**src/rtl/cache_controller.sv**
```systemverilog
// Control FSM for the direct-mapped cache: zero-wait read hits, 4-word line fills on read
// misses, and write-through stores with no write-allocate.
module cache_controller #(
    parameter int unsigned cache_width  = 128,
    parameter int unsigned memory_width = 32,
    parameter int unsigned addr_width   = 10
) (
    input  logic                    clk,
    input  logic                    reset_n,
    input  logic                    cpu_read,
    input  logic                    cpu_write,
    input  logic [addr_width-1:0]   cpu_addr,
    input  logic [memory_width-1:0] cpu_wdata,
    output logic                    stall,
    input  logic                    hit,
    output logic                    refill,
    output logic                    update,
    output logic [1:0]              offset,
    output logic [4:0]              index,
    output logic [addr_width-8:0]   tag,
    output logic [cache_width-1:0]  line_data,
    output logic [memory_width-1:0] write_data,
    output logic                    mem_read,
    output logic                    mem_write,
    output logic [addr_width-1:0]   mem_addr,
    output logic [memory_width-1:0] mem_wdata,
    input  logic [memory_width-1:0] mem_rdata,
    input  logic                    mem_ready
);

    typedef enum logic [1:0] {StIdle, StFill, StRefill, StWriteMem} state_e;

    state_e                   state_q;
    logic [1:0]               wcnt_q;
    logic [cache_width-1:0]   line_q;

    assign offset     = cpu_addr[1:0];
    assign index      = cpu_addr[6:2];
    assign tag        = cpu_addr[addr_width-1:7];
    assign write_data = cpu_wdata;
    assign mem_wdata  = cpu_wdata;
    assign line_data  = line_q;

    always_ff @(posedge clk or negedge reset_n) begin
        if (!reset_n) begin
            state_q <= StIdle;
            wcnt_q  <= '0;
            line_q  <= '0;
        end else begin
            case (state_q)
                StIdle: begin
                    // Writes win when both requests are raised together.
                    if (cpu_write) begin
                        state_q <= StWriteMem;
                    end else if (cpu_read && !hit) begin
                        wcnt_q  <= '0;
                        state_q <= StFill;
                    end
                end
                StFill: begin
                    if (mem_ready) begin
                        line_q[memory_width*wcnt_q +: memory_width] <= mem_rdata;
                        wcnt_q <= wcnt_q + 2'd1;
                        if (wcnt_q == 2'd3) state_q <= StRefill;
                    end
                end
                StRefill: state_q <= StIdle;
                StWriteMem: begin
                    if (mem_ready) state_q <= StIdle;
                end
                default: state_q <= StIdle;
            endcase
        end
    end

    always_comb begin
        stall     = 1'b0;
        refill    = 1'b0;
        update    = 1'b0;
        mem_read  = 1'b0;
        mem_write = 1'b0;
        mem_addr  = cpu_addr;
        case (state_q)
            StIdle: stall = cpu_write | (cpu_read & ~hit);
            StFill: begin
                stall    = 1'b1;
                mem_read = 1'b1;
                mem_addr = {cpu_addr[addr_width-1:2], wcnt_q};
            end
            StRefill: begin
                stall  = 1'b1;
                refill = 1'b1;
            end
            StWriteMem: begin
                stall     = ~mem_ready;
                mem_write = 1'b1;
                // Write-through: the cached copy is touched only when it is present.
                update    = mem_ready & hit;
            end
            default: stall = 1'b0;
        endcase
    end

endmodule

```
**config.mk**
```make
export PLATFORM = sky130hd
export DESIGN_NAME = cache_controller
export DESIGN_NICKNAME = d
export VERILOG_FILES = /design/src/rtl/cache_controller.sv
export SDC_FILE = /design/constraint.sdc
export NUM_CORES = 1
export LEC_CHECK = 0
export CAP_MARGIN = 20
export CORE_ASPECT_RATIO = 1.25
export CORE_MARGIN = 2
export CORE_UTILIZATION = 44
export CTS_BUF_LIST = sky130_fd_sc_hd__clkbuf_8
export CTS_CLUSTER_DIAMETER = 50
export DETAILED_ROUTE_END_ITERATION = 8
export MAX_ROUTING_LAYER = met4
export PLACE_DENSITY = 0.88
export SLEW_MARGIN = 20
export SYNTH_ARGS = -nofsm -noshare
export SYNTH_HDL_FRONTEND = slang
export SYNTH_SLANG_ARGS = --single-unit
```
**constraint.sdc**
```tcl
create_clock -name clk -period 3.24 [get_ports clk]
set_input_delay 0.972 -clock clk [delete_from_list [all_inputs] [get_ports clk]]
set_output_delay 0.972 -clock clk [all_outputs]
set_load 0.05 [all_outputs]
```
==> images/ff_map.png <==
Other sequential cells in the stronger gray, the rest of the logic in the fainter gray.
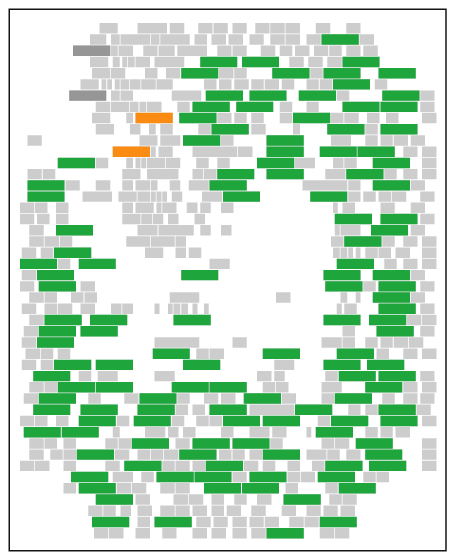
legend:
  green:
    name_in_the_netlist: line_data
    placed_flops: 128
    where: widely spread
  orange:
    name_in_the_netlist: wcnt_q
    placed_flops: 2
not colored: 2
P_seq: 2.16 mW
register share of the cell area: 0.436

==> images/closeup.png <==
Scale bar: 20 um. Window x 1 to 51, y 8 to 58 um. Cells in gray, sequential cells in the stronger gray; small squares are vias.
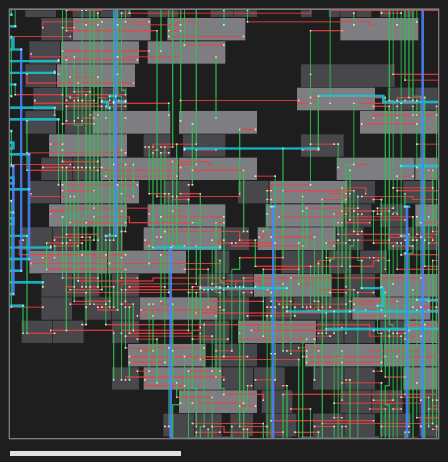
legend:
  red:
    layer: M1
  blue:
    layer: M4
  green:
    layer: M2
  cyan:
    layer: M3
most frequent: a22o_1 (33), dfrtp_1 (33), clkdlybuf4s50_1 (32)
cells with their middle in the window: 106
netlist names of flops here include: line_data (33)
sequential cells in the window: 33

-- per-stage QoR --
step	cells	total power, mW	cell area, sq um	utilization	worst slack (ps)
detailed placement	689	4.91	7140	0.564	224
floorplan	435	4.15	5670	-	292
global route	720	6.63	7570	0.598	139
CTS	720	6.42	7570	0.598	219
global placement	689	4.84	7140	0.564	262
finish	720	6.36	7570	0.598	216
-- critical path, delay by kind of cell --
family	cells	cell delay, ps
buf+inv	2	640
simple gates	1	190
compound gates	2	250
-- layout make-up --
cell class	instances	area, sq um
clock inverter	13	183
multi-input combinational	189	1630
timing repair buffer	194	1980
inverter	6	22.5
fill	1000	5090
tap	168	210
sequential	132	3300
clock buffer	18	248
-- flip-flops by register name, indices dropped and copies added, names as in the netlist --
register / count
state_q: 2
line_data: 128
wcnt_q: 2
==> PnR_summary.wiki <==
== Metrics ==
{| class="wikitable"
! Metric !! Value
|-
| Top sig layer || met4
|-
| Cts repair resizes || 1
|-
| Measured slew at the worst slew-check pin || around 600 ps
|-
| Distinct cell type count of the synthesized netlist || 30
|-
| Number of register bits inferred by synthesis || 132
|-
| Crit path max fanout || 2
|-
| Most common flop cell mapped by yosys || dfrtp_1
|-
| Via density per instance || 5.65
|-
| Seq pwr share || 0.339
|-
| Pin count of the biggest net entering global routing || 61
|-
| Count of unresolved DRC violations after routing || 0
|-
| Worst slew slack as a fraction of its limit || 0.598
|-
| Peak supply drop || 0.365 mV
|-
| Timing startpoint of the critical path || cpu_read
|-
| I/O pin count || 297
|-
| Register-to-register path setup slack || 990 ps
|-
| Hold Worst Slack || 406 ps
|-
| Final Cycle Share || 0.933
|-
| Dominant combinational family || AND-OR/OR-AND gates
|-
| Clock tree from TritonCTS || built
|-
| Number of enable flip-flop cells || 0
|-
| Most used routing layer in global routing || met2
|-
| Wire length on met2 || 7950 um
|-
| Most common cell in the synthesized netlist || dfrtp_1
|-
| Quantity of hold-fixing buffers added after cts || 0
|-
| Routability cong. || 0.828
|-
| Data required time at the worst endpoint || ~2300 ps
|-
| Adder-cell area share of the yosys netlist || 0.0265
|-
| Number of max-capacitance violations reported || 0
|-
| Run status || finished, final reports clean
|-
| Synth top area cells || dfrtp_1 (58%), a22o_1 (19%), buf_4 (11%)
|-
| Reported leakage power || 3.43 nW
|-
| Worst reg2reg endpoint || line_data[127]$_DFFE_PN0P_
|-
| Top cell type by total area after synthesis || dfrtp_1
|-
| Achievable clock frequency || 0.331 GHz
|-
| Minimum clock period after layout || 3020 ps
|-
| Layout Area Growth over Synthesis || 33.5%
|-
| Global-route usage over all layers || 0.233
|-
| Overall chip area || between 10,000 and 15,000 sq um
|-
| Combinational group share of total power || 0.426
|}
Power and IR drop assume default switching activity.
